## src/rtl/uart_tx_mmio_if.sv

```systemverilog
// uart_tx_mmio_if: CPU data-bus view of the UART window.
// Store address/data/strobe in, combinational read data out.
interface uart_tx_mmio_if;
    logic [31:0] address;
    logic [31:0] data_in;
    logic        write_enable;
    logic [31:0] data_out;

    modport master (
        output address,
        output data_in,
        output write_enable,
        input  data_out
    );

    modport slave (
        input  address,
        input  data_in,
        input  write_enable,
        output data_out
    );
endinterface

```

## src/rtl/uart_tx_mmio.sv

```systemverilog
// uart_tx_mmio: memory-mapped 8N1 UART transmitter.
// TXDATA pushes into a byte FIFO; STATUS is polled over the same bus.
module uart_tx_mmio #(
    parameter logic [31:0] BASE_ADDR    = 32'h0000_1000,
    parameter int          CLKS_PER_BIT = 16,
    parameter int          FIFO_DEPTH   = 8
) (
    input  logic          clk,
    input  logic          reset,
    uart_tx_mmio_if.slave bus,
    output logic          tx,
    output logic          busy
);

    localparam int AW = $clog2(FIFO_DEPTH);
    localparam int CW = AW + 1;
    localparam int BW = $clog2(CLKS_PER_BIT);
    localparam logic [BW-1:0] BAUD_LAST = BW'(CLKS_PER_BIT - 1);
    localparam logic [CW-1:0] FULL_CNT  = CW'(FIFO_DEPTH);

    typedef enum logic [1:0] {
        S_IDLE,
        S_START,
        S_DATA,
        S_STOP
    } state_t;

    state_t        state_q, state_d;
    logic [BW-1:0] baud_q, baud_d;
    logic [2:0]    bit_q, bit_d;
    logic [7:0]    shift_q, shift_d;
    logic          tx_q, tx_d;

    logic [7:0]    mem_q [FIFO_DEPTH];
    logic [AW-1:0] wr_ptr_q, wr_ptr_d;
    logic [AW-1:0] rd_ptr_q, rd_ptr_d;
    logic [CW-1:0] count_q, count_d;
    logic          ovf_q, ovf_d;

    logic hit, sel_data, sel_stat;
    logic wr_data, wr_stat;
    logic full, empty;
    logic push, pop;
    logic baud_last;
    logic [4:0]  cnt5;
    logic [31:0] status;
    logic        unused_bits;

    assign hit      = (bus.address[31:3] == BASE_ADDR[31:3]);
    assign sel_data = hit && (bus.address[2:0] == 3'd0);
    assign sel_stat = hit && (bus.address[2:0] == 3'd4);
    assign wr_data  = bus.write_enable && sel_data;
    assign wr_stat  = bus.write_enable && sel_stat;

    assign full      = (count_q == FULL_CNT);
    assign empty     = (count_q == '0);
    assign push      = wr_data && !full;
    assign baud_last = (baud_q == BAUD_LAST);

    assign busy = !empty || (state_q != S_IDLE);
    assign tx   = tx_q;

    assign unused_bits = ^bus.data_in[31:8];

    // Read mux: STATUS is the only readable register.
    always_comb begin
        cnt5          = 5'(count_q);
        status        = '0;
        status[0]     = busy;
        status[1]     = full;
        status[2]     = empty;
        status[3]     = ovf_q;
        status[8:4]   = cnt5;
        bus.data_out  = sel_stat ? status : 32'h0;
    end

    // FIFO pointer/count/overflow next state; full check uses pre-edge count.
    always_comb begin
        wr_ptr_d = wr_ptr_q;
        rd_ptr_d = rd_ptr_q;
        ovf_d    = ovf_q;
        if (push) begin
            wr_ptr_d = wr_ptr_q + AW'(1);
        end
        if (pop) begin
            rd_ptr_d = rd_ptr_q + AW'(1);
        end
        count_d = count_q + CW'(push) - CW'(pop);
        if (wr_data && full) begin
            ovf_d = 1'b1;
        end else if (wr_stat && bus.data_in[3]) begin
            ovf_d = 1'b0;
        end
    end

    // Byte storage; contents need no reset since count gates every read.
    always_ff @(posedge clk) begin
        if (push) begin
            mem_q[wr_ptr_q] <= bus.data_in[7:0];
        end
    end

    // FIFO bookkeeping registers.
    always_ff @(posedge clk or posedge reset) begin
        if (reset) begin
            wr_ptr_q <= '0;
            rd_ptr_q <= '0;
            count_q  <= '0;
            ovf_q    <= 1'b0;
        end else begin
            wr_ptr_q <= wr_ptr_d;
            rd_ptr_q <= rd_ptr_d;
            count_q  <= count_d;
            ovf_q    <= ovf_d;
        end
    end

    // Frame sequencer: popping in STOP chains frames without an idle gap.
    always_comb begin
        state_d = state_q;
        baud_d  = baud_q;
        bit_d   = bit_q;
        shift_d = shift_q;
        pop     = 1'b0;
        unique case (state_q)
            S_IDLE: begin
                if (!empty) begin
                    pop     = 1'b1;
                    shift_d = mem_q[rd_ptr_q];
                    baud_d  = '0;
                    bit_d   = '0;
                    state_d = S_START;
                end
            end
            S_START: begin
                if (baud_last) begin
                    baud_d  = '0;
                    state_d = S_DATA;
                end else begin
                    baud_d = baud_q + BW'(1);
                end
            end
            S_DATA: begin
                if (baud_last) begin
                    baud_d  = '0;
                    shift_d = shift_q >> 1;
                    bit_d   = bit_q + 3'd1;
                    if (bit_q == 3'd7) begin
                        state_d = S_STOP;
                    end
                end else begin
                    baud_d = baud_q + BW'(1);
                end
            end
            S_STOP: begin
                if (baud_last) begin
                    baud_d = '0;
                    if (!empty) begin
                        pop     = 1'b1;
                        shift_d = mem_q[rd_ptr_q];
                        bit_d   = '0;
                        state_d = S_START;
                    end else begin
                        state_d = S_IDLE;
                    end
                end else begin
                    baud_d = baud_q + BW'(1);
                end
            end
            default: begin
                state_d = S_IDLE;
            end
        endcase
    end

    // Line level derived from the upcoming state so tx is a clean register.
    always_comb begin
        tx_d = 1'b1;
        unique case (state_d)
            S_START: tx_d = 1'b0;
            S_DATA:  tx_d = shift_d[0];
            default: tx_d = 1'b1;
        endcase
    end

    // Sequencer registers; reset forces the line idle immediately.
    always_ff @(posedge clk or posedge reset) begin
        if (reset) begin
            state_q <= S_IDLE;
            baud_q  <= '0;
            bit_q   <= '0;
            shift_q <= '0;
            tx_q    <= 1'b1;
        end else begin
            state_q <= state_d;
            baud_q  <= baud_d;
            bit_q   <= bit_d;
            shift_q <= shift_d;
            tx_q    <= tx_d;
        end
    end

endmodule

```

## src/flat_wrapper.sv

```systemverilog
// flat-port wrapper written by rule: the top's interface ports become plain ports
module uart_tx_mmio_flat 
#(
    parameter logic [31:0] BASE_ADDR    = 32'h0000_1000,
    parameter int          CLKS_PER_BIT = 16,
    parameter int          FIFO_DEPTH   = 8
)
  (clk, reset, tx, busy, bus_address, bus_data_in, bus_write_enable, bus_data_out);
  uart_tx_mmio_if bus_i ();
  input  logic clk;
  input  logic reset;
  output logic tx;
  output logic busy;
  input wire logic [$bits(bus_i.address)-1:0] bus_address;
  input wire logic [$bits(bus_i.data_in)-1:0] bus_data_in;
  input wire logic [$bits(bus_i.write_enable)-1:0] bus_write_enable;
  output wire logic [$bits(bus_i.data_out)-1:0] bus_data_out;
  assign bus_i.address = bus_address;
  assign bus_i.data_in = bus_data_in;
  assign bus_i.write_enable = bus_write_enable;
  assign bus_data_out = bus_i.data_out;
  uart_tx_mmio #(.BASE_ADDR(BASE_ADDR), .CLKS_PER_BIT(CLKS_PER_BIT), .FIFO_DEPTH(FIFO_DEPTH)) u_core (.clk(clk), .reset(reset), .bus(bus_i), .tx(tx), .busy(busy));
endmodule
```

## config.mk

```make
export PLATFORM = sky130hd
export DESIGN_NAME = uart_tx_mmio_flat
export DESIGN_NICKNAME = d
export VERILOG_FILES = /design/src/rtl/uart_tx_mmio_if.sv /design/src/rtl/uart_tx_mmio.sv /design/src/flat_wrapper.sv
export SDC_FILE = /design/constraint.sdc
export NUM_CORES = 1
export LEC_CHECK = 0
export CORE_UTILIZATION = 40
export DETAILED_ROUTE_END_ITERATION = 8
export GPL_ROUTABILITY_DRIVEN = 0
export PLACE_DENSITY = 0.66
export SLEW_MARGIN = 20
export SYNTH_ARGS = -nofsm -noshare
export SYNTH_HDL_FRONTEND = slang
export SYNTH_SLANG_ARGS = --single-unit
```

## constraint.sdc

```tcl
create_clock -name clk -period 4.5 [get_ports clk]
set_input_delay 0.45 -clock clk [delete_from_list [all_inputs] [get_ports clk]]
set_output_delay 0.45 -clock clk [all_outputs]
set_load 0.005 [all_outputs]
```

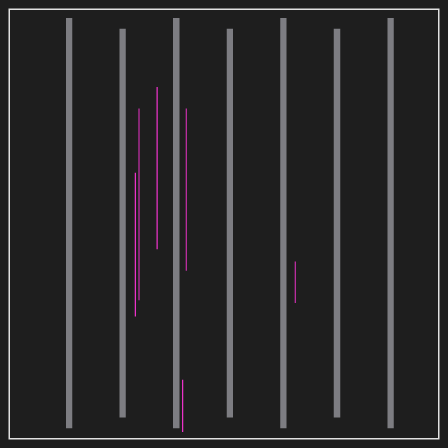
run_1/met4.png
Supply wires on this layer in grey.
wire length on this layer: 189 um
longest straight run: 48.3 um
share of all routed wire: 2.3%
nets with wire on the layer: 5
main direction: vertical
total wire length: 8310 um
vias after detailed routing: 2663

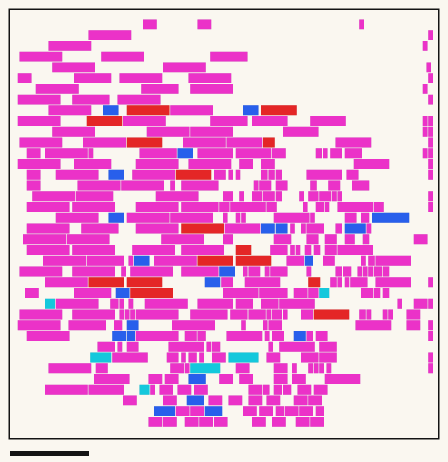
run_1/drive_strength.png
The bar under the picture is 20 um long.
[drive 1 or less] magenta | cells: 328
[drive 2] blue | cells: 22
[drive 3 to 4] cyan | cells: 6
[drive 6 and up] red | cells: 15
nonclk buf count: 55
Synth-to-Final Area Change: 20.1%
post-route cell area: 5440 um2
final worst slack: 1.51 ns

==> ci_impl_report.md, run 1 <==
### Flow metrics

| Metric | Value |
|---|---|
| Area of the core region | 10900 um2 |
| Sequential share of cell area | 0.487 |
| Initial antenna violation count | 0 |
| Switching pwr | 0.360 mW |
| Sequential Power Share | 0.492 |
| Status | finished, final reports clean |
| Diode count | 0 |
| Share of synthesized registers carrying an async set or reset | 0.312 |
| Kind of critical path | in -> reg |
| Unrepaired setup endpoints after global routing | no |
| Post-synth area from yosys stat | 4530 um2 |
| Row Count | 38 |
| Highest-count logic cell in the final layout | sky130_fd_sc_hd__edfxtp_1 |
| Violation tally from detailed-route iteration zero | 82 |
| Part of the power in combinational logic | 0.032 |
| I/O pin count | 101 |
| R2R Setup Slk | 1.83 ns |
| Slowest Stage Delay on Critical Path | 0.77 ns |
| Final Total Pwr | 1.86 mW |
| Clock-pin transition on the worst setup and hold timing paths | 0.06 ns |
| Element type at the critical path end | flip-flop |
| Count of unique library cells instantiated by Yosys | 58 |
| Worst Hold Slack | 0.476 ns |
| Max-cap check violation count | 0 |
| Storage element area | 2650 um2 |
| Non-clock inverter total of the final layout | 16 |
| Simple-Gate Area Share | 0.0998 |
| Final cell count without fillers | 511 |
| Detailed route wirelength on metal2 | 4150 um |
| Tap cells | 140 |
| Internal power | 1.50 mW |
| Placed Instance Area | 5090 um2 |
| Post-layout net count | 450 |
| Terminating pin of the worst hold path | u_core.shift_q[3] |
| Logic depth of the worst setup path including buffers | 6 |
| Adder and majority cell fraction of the synthesized area | 0.0487 |
| Heaviest power group | sequential cells |
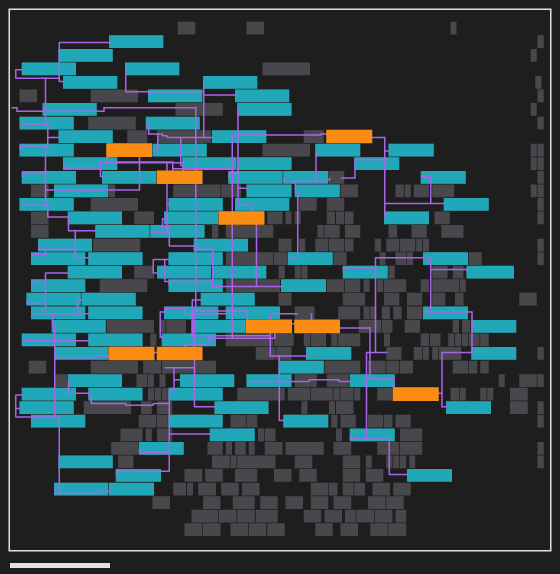
run_1/clock_map.png
The bar under the picture is 20 um long.
[cells driving clock nets] orange | count: 9
[flip-flops] cyan | count: 93
[clock wires] purple | length: 1180 um
routed clock nets: 10
clk pwr: 0.886 mW
Post-Route Skew: 0.00807 ns

[run 1: per-layer routing]
metal  vias to the layer above  track usage
met4                         0       0.0666
met5                         -            0
met3                        15       0.0404
li1                       1257            -
met2                        73        0.256
met1                      1318        0.195
[run 1: Yosys cell counts (all sizes together), types with 2 or more instances]
library cell  count
o221ai            2
ha               16
edfxtp           64
mux4             16
or3b              2
xnor2             2
a211o             2
a22oi             3
xor2              4
a21o              2
nor4              8
nor3              7
or2               2
dfrtp            28
a21oi             4
a22o              3
nand3             3
nor2             22
inv              16
buf              29
a221o             3
o21ai             9
nand4             3
clkbuf            4
mux2              9
nand2            20
and3              3
a32oi             5
nand2b            4
## Run 2: what changed since run 1
Clock period 4.5 ns to 2.9 ns, I/O delays scaled along.
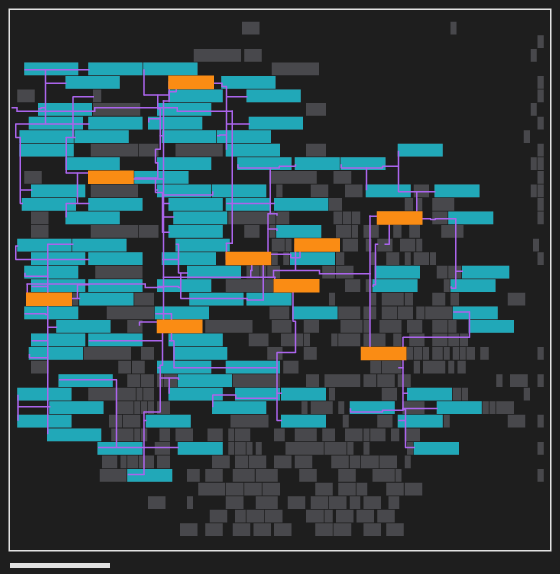
run_2/clock_map.png
The bar under the picture is 20 um long.
[flip-flops] cyan | count: 93
[clock wires] purple | length: 1030 um
[cells driving clock nets] orange | count: 9
routed clock nets: 10
Post-Route Skew: 0.00504 ns
clk pwr: 1.10 mW

==> run 2 against run 1 <==
Against the previous run:
- sequential power is 55% higher
- largest power group unchanged
- worst setup slack worse by 1.2 ns
- clock skew is 0.0030 ns lower
- utilization is 0.13 points higher
==> ci_impl_report.md, run 2 <==
### Flow metrics

| Metric | Value |
|---|---|
| Internal power | 2.07 mW (+38%) |
| Number of optimization iterations in the first detailed-route pass | 4 |
| R2R Setup Slk | 0.33 ns (-1.50 ns) |
| FFs & Latches | 93 |
| Row Count | 38 (unchanged) |
| Required time of the worst setup path | 3.12 ns |
| Storage element area | 2650 um2 (unchanged) |
| Slew headroom | 0.538 |
| GRT busiest layer | met2 |
| Final Core Density | 0.498 |
| Max-cap check violation count | 0 (unchanged) |
| Fraction of the core area occupied by cells at floorplan | 0.414 |
| Status | finished, final reports clean |
| Logic depth of the worst setup path including buffers | 9 (+3) |
| Global routing met2 resource utilization | 0.270 (+0.0146) |
| Element type at the critical path end | flip-flop |
| Highest-count logic cell in the final layout | sky130_fd_sc_hd__edfxtp_1 |
| Synth-to-Final Area Change | 20.4% |
| Kind of critical path | reg -> reg |
| First-pass GRT wire length | 13300 um |
| Vias after detailed routing | 2687 (+0.90%) |
| Nonclk buf count | 66 (+20%) |
| Worst Hold Slack | 0.321 ns (-0.155 ns) |
| CTS Root Buffer Type | sky130_fd_sc_hd__clkbuf_16 |
| Wire per inst | 16.0 um |
| Unrepaired setup endpoints after global routing | no |
| Sequential share of cell area | 0.486 (-0.00123) |
| Slowest Stage Delay on Critical Path | 0.47 ns (-0.30 ns) |
| Count of flip-flops with a built-in enable after synthesis | 64 |
| Initial antenna violation count | 0 (unchanged) |
| Power density normalized to cell area | 480 nW/um2 |
| Startpoint type of the worst setup path | flip-flop |
| Tap cells | 140 (unchanged) |
| Post-synth area from yosys stat | 4530 um2 (unchanged) |
| Placed Instance Area | 5160 um2 (+1.5%) |
| Sequential Power Share | 0.543 (+0.051) |
| Clock-pin transition on the worst setup and hold timing paths | 0.07 ns (about the same) |
| Cell accounting for the most synthesized area | sky130_fd_sc_hd__edfxtp_1 |
| I/O pin count | 101 (unchanged) |
| Via count of the first global-routing pass | 2611 |
| Synth area leaders | sky130_fd_sc_hd__edfxtp_1 (42%), sky130_fd_sc_hd__dfrtp_1 (15%), sky130_fd_sc_hd__mux4_1 (9.3%) |
| Non-clock buffer share of cell area | 0.115 |
| Post-layout net count | 461 (+2.4%) |
| Diode count | 0 (unchanged) |
| Cell with the most instances after synthesis | sky130_fd_sc_hd__edfxtp_1 |
| Final worst slack | 0.330 ns (-1.18 ns) |
| Post-route cell area | 5450 um2 (+0.25%) |
| GRT met3 Usage | 0.0325 (-0.00784) |
| Clock buffers created by TritonCTS | 9 |
| Switching pwr | 0.548 mW (+52%) |
| Final ANT Viol Nets | 0 |
| Count of unique library cells instantiated by Yosys | 58 (unchanged) |
| Path type of the worst min-delay path | in -> async |
| Violation tally from detailed-route iteration zero | 140 (+71%) |
| Share of synthesized registers carrying an async set or reset | 0.312 (unchanged) |
| Final cell count without fillers | 522 (+2.2%) |
| Detailed route wirelength on metal2 | 4390 um (+5.7%) |
| Top cells by count, synth | sky130_fd_sc_hd__edfxtp_1 (64), sky130_fd_sc_hd__dfrtp_1 (28), sky130_fd_sc_hd__buf_4 (24) |
| Final Total Pwr | 2.62 mW (+41%) |
| Largest registers ranked by flip-flop count | u_core.mem_q x64, u_core.shift_q x8 |
| Total die area | 11700 um2 |
| Launch point of the critical path | u_core.state_q[1] |
| Area of the core region | 10900 um2 (unchanged) |
| Met1 routing resource usage after global routing | 0.187 (-0.00747) |
| Part of the power in combinational logic | 0.035 (+0.003) |
| Total wire length | 8360 um (+0.64%) |
| Non-clock inverter total of the final layout | 16 (unchanged) |
| Share of synthesized area occupied by flip-flops and latches | 0.585 |
-- run 2: cell counts after synthesis --
Identical to the previous run, type by type.
-- run 2: power by group through the flow --
stage               Combinational [mW]  Clock, mW  Sequential [mW]
floorplan                       0.0419          0             1.45
global placement                0.0900          0             1.45
detailed placement              0.0936          0             1.45
CTS                             0.0938       1.12             1.42
global route                     0.103       1.17             1.42
finish                          0.0928       1.10             1.42
-- run 2: cells by family after synthesis --
family | after synthesis | synth area share
compound gates | 42 | 0.0711
mux | 25 | 0.116
flops | 93 | 0.585
fa+ha+maj | 17 | 0.0487
xor+xnor | 6 | 0.0116
buf+inv | 49 | 0.0666
other cells | 1 | 0.000829
simple gates | 77 | 0.0998
## Run 3: what changed since run 2
==> constraint.sdc (replaced) <==
create_clock -name clk -period 2.9 [get_ports clk]
set_input_delay 0.58 -clock clk [delete_from_list [all_inputs] [get_ports clk]]
set_output_delay 0.58 -clock clk [all_outputs]
set_load 0.005 [all_outputs]
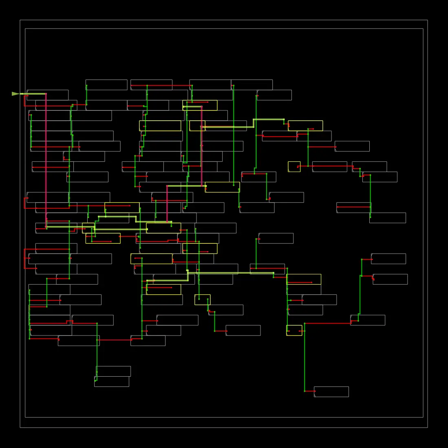
run_3/final_clocks.png
clock buffers created by TritonCTS: 9
clock net sink count: 93
clock latency reported for the late side of the worst-skew pair: 0.34 ns

==> run 3 against run 2 <==
Against the previous run:
- sequential power about the same
- worst setup slack got worse by 0.21 ns
- global-route usage increased by 0.68 points
- first-iteration DRC count increased by 9.3%
- critical path depth increased by 2
- largest power group unchanged
==> ci_impl_report.md, run 3 <==
### Flow metrics

| Metric | Value |
|---|---|
| Status | finished, final reports clean |
| Post-synth area from yosys stat | 4530 um2 (unchanged) |
| GRT met3 Usage | 0.0368 (+0.00422) |
| Synth-to-Final Area Change | 24.1% |
| Final worst slack | 0.117 ns (-0.213 ns) |
| CP cell instances | clkdlybuf4s50_1 -> nor4_2 -> nand4_1 -> buf_4 -> buf_4 -> buf_4 -> nor4_4 -> buf_4 -> nand2_2 -> nor3_2 -> buf_4 |
| Sequential share of cell area | 0.472 (-0.0144) |
| Nonclk buf count | 78 (+18%) |
| Row Count | 38 (unchanged) |
| Logic depth of the worst setup path including buffers | 11 (+2) |
| Number of optimization iterations in the first detailed-route pass | 4 (unchanged) |
| Share of synthesized area occupied by flip-flops and latches | 0.585 (unchanged) |
| Diode count | 0 (unchanged) |
| First-pass GRT wire length | 14100 um (+5.7%) |
| Clk pwr | 1.31 mW (+19%) |
| Largest registers ranked by flip-flop count | u_core.mem_q x64, u_core.shift_q x8 |
| Highest-count logic cell in the final layout | sky130_fd_sc_hd__edfxtp_1 |
| IO buf count | 52 |
| Required time of the worst setup path | 2.95 ns (-0.17 ns) |
| Fraction of the core area occupied by cells at floorplan | 0.414 (unchanged) |
| Share of synthesized registers carrying an async set or reset | 0.312 (unchanged) |
| Element type at the critical path end | flip-flop |
| Worst Hold Slack | 0.478 ns (+0.157 ns) |
| Startpoint type of the worst setup path | primary input |
| Tap cells | 140 (unchanged) |
| Area of the core region | 10900 um2 (unchanged) |
| Post-DP HPWL | 6180 um |
| Wire per inst | 15.9 um (-0.83%) |
| Vias after detailed routing | 2693 (+0.22%) |
| Count of unique library cells instantiated by Yosys | 58 (unchanged) |
| Max-cap check violation count | 0 (unchanged) |
| Cell with the most instances after synthesis | sky130_fd_sc_hd__edfxtp_1 |
| Power density normalized to cell area | 503 nW/um2 (+4.7%) |
| Switching pwr | 0.569 mW (+3.9%) |
| Final Core Density | 0.514 (+0.0152) |
| CTS Root Buffer Type | sky130_fd_sc_hd__clkbuf_16 |
| Via count of the first global-routing pass | 2796 (+7.1%) |
| Synth area leaders | sky130_fd_sc_hd__edfxtp_1 (42%), sky130_fd_sc_hd__dfrtp_1 (15%), sky130_fd_sc_hd__mux4_1 (9.3%) |
| Sequential Power Share | 0.503 (-0.040) |
| Slew headroom | 0.546 (+0.00827) |
| Violation tally from detailed-route iteration zero | 153 (+9.3%) |
| Internal power | 2.25 mW (+8.9%) |
| I/O pin count | 101 (unchanged) |
| Capture point of the worst reg-to-reg path | u_core.count_q[3] |
| Total die area | 11700 um2 (unchanged) |
| Heaviest power group | sequential cells |
| Final Total Pwr | 2.82 mW (+7.9%) |
| Pin count of the biggest net entering global routing | 30 |
| Part of the power in combinational logic | 0.033 (-0.002) |
| Unrepaired setup endpoints after global routing | yes |
| Clock-pin transition on the worst setup and hold timing paths | 0.07 ns (about the same) |
| Comb pwr | 0.0933 mW (+0.5%) |
| FFs & Latches | 93 (unchanged) |
| Post-layout net count | 473 (+2.6%) |
| Slowest Stage Delay on Critical Path | 0.41 ns (-0.06 ns) |
| Cell accounting for the most synthesized area | sky130_fd_sc_hd__edfxtp_1 |
| Post-route cell area | 5620 um2 (+3.1%) |
| Final cell count without fillers | 534 (+2.3%) |
| Final ANT Viol Nets | 0 (unchanged) |
| Met1 routing resource usage after global routing | 0.188 (+0.00104) |
| Global routing met2 resource utilization | 0.293 (+0.0227) |
| Storage element area | 2650 um2 (unchanged) |
| Detailed route wirelength on metal2 | 4610 um (+5.0%) |
| Placed Instance Area | 5240 um2 (+1.5%) |
| Path type of the worst min-delay path | reg -> reg |
| Non-clock inverter total of the final layout | 16 (unchanged) |
| Total wire length | 8480 um (+1.4%) |
| Top cells by count, synth | sky130_fd_sc_hd__edfxtp_1 (64), sky130_fd_sc_hd__dfrtp_1 (28), sky130_fd_sc_hd__buf_4 (24) |
| Count of flip-flops with a built-in enable after synthesis | 64 (unchanged) |
[run 3: worst max-delay path by stage]
stage	to	from	slack (ns)
6_report	u_core.mem_q[4][3]	bus_address[30]	0.12
5_1_grt	u_core.mem_q[4][3]	bus_address[0]	-0.01
4_1_cts	busy	u_core.state_q[0]	0.06
3_5_place_dp	bus_data_out[4]	bus_address[30]	-0.16
3_3_place_gp	bus_data_out[4]	bus_address[30]	-0.15
2_1_floorplan	u_core.mem_q[1][0]	bus_address[13]	0.48
[run 3: cells by family after synthesis]
kind of cell,synth area share
AND-OR/OR-AND,0.0711
XOR/XNOR,0.0116
adder cells (fa/ha/maj),0.0487
buffers and inverters,0.0666
flip-flops,0.585
multiplexers,0.116
other,0.000829
AND/OR/NAND/NOR,0.0998
Power is estimated from default activity; no workload was simulated.
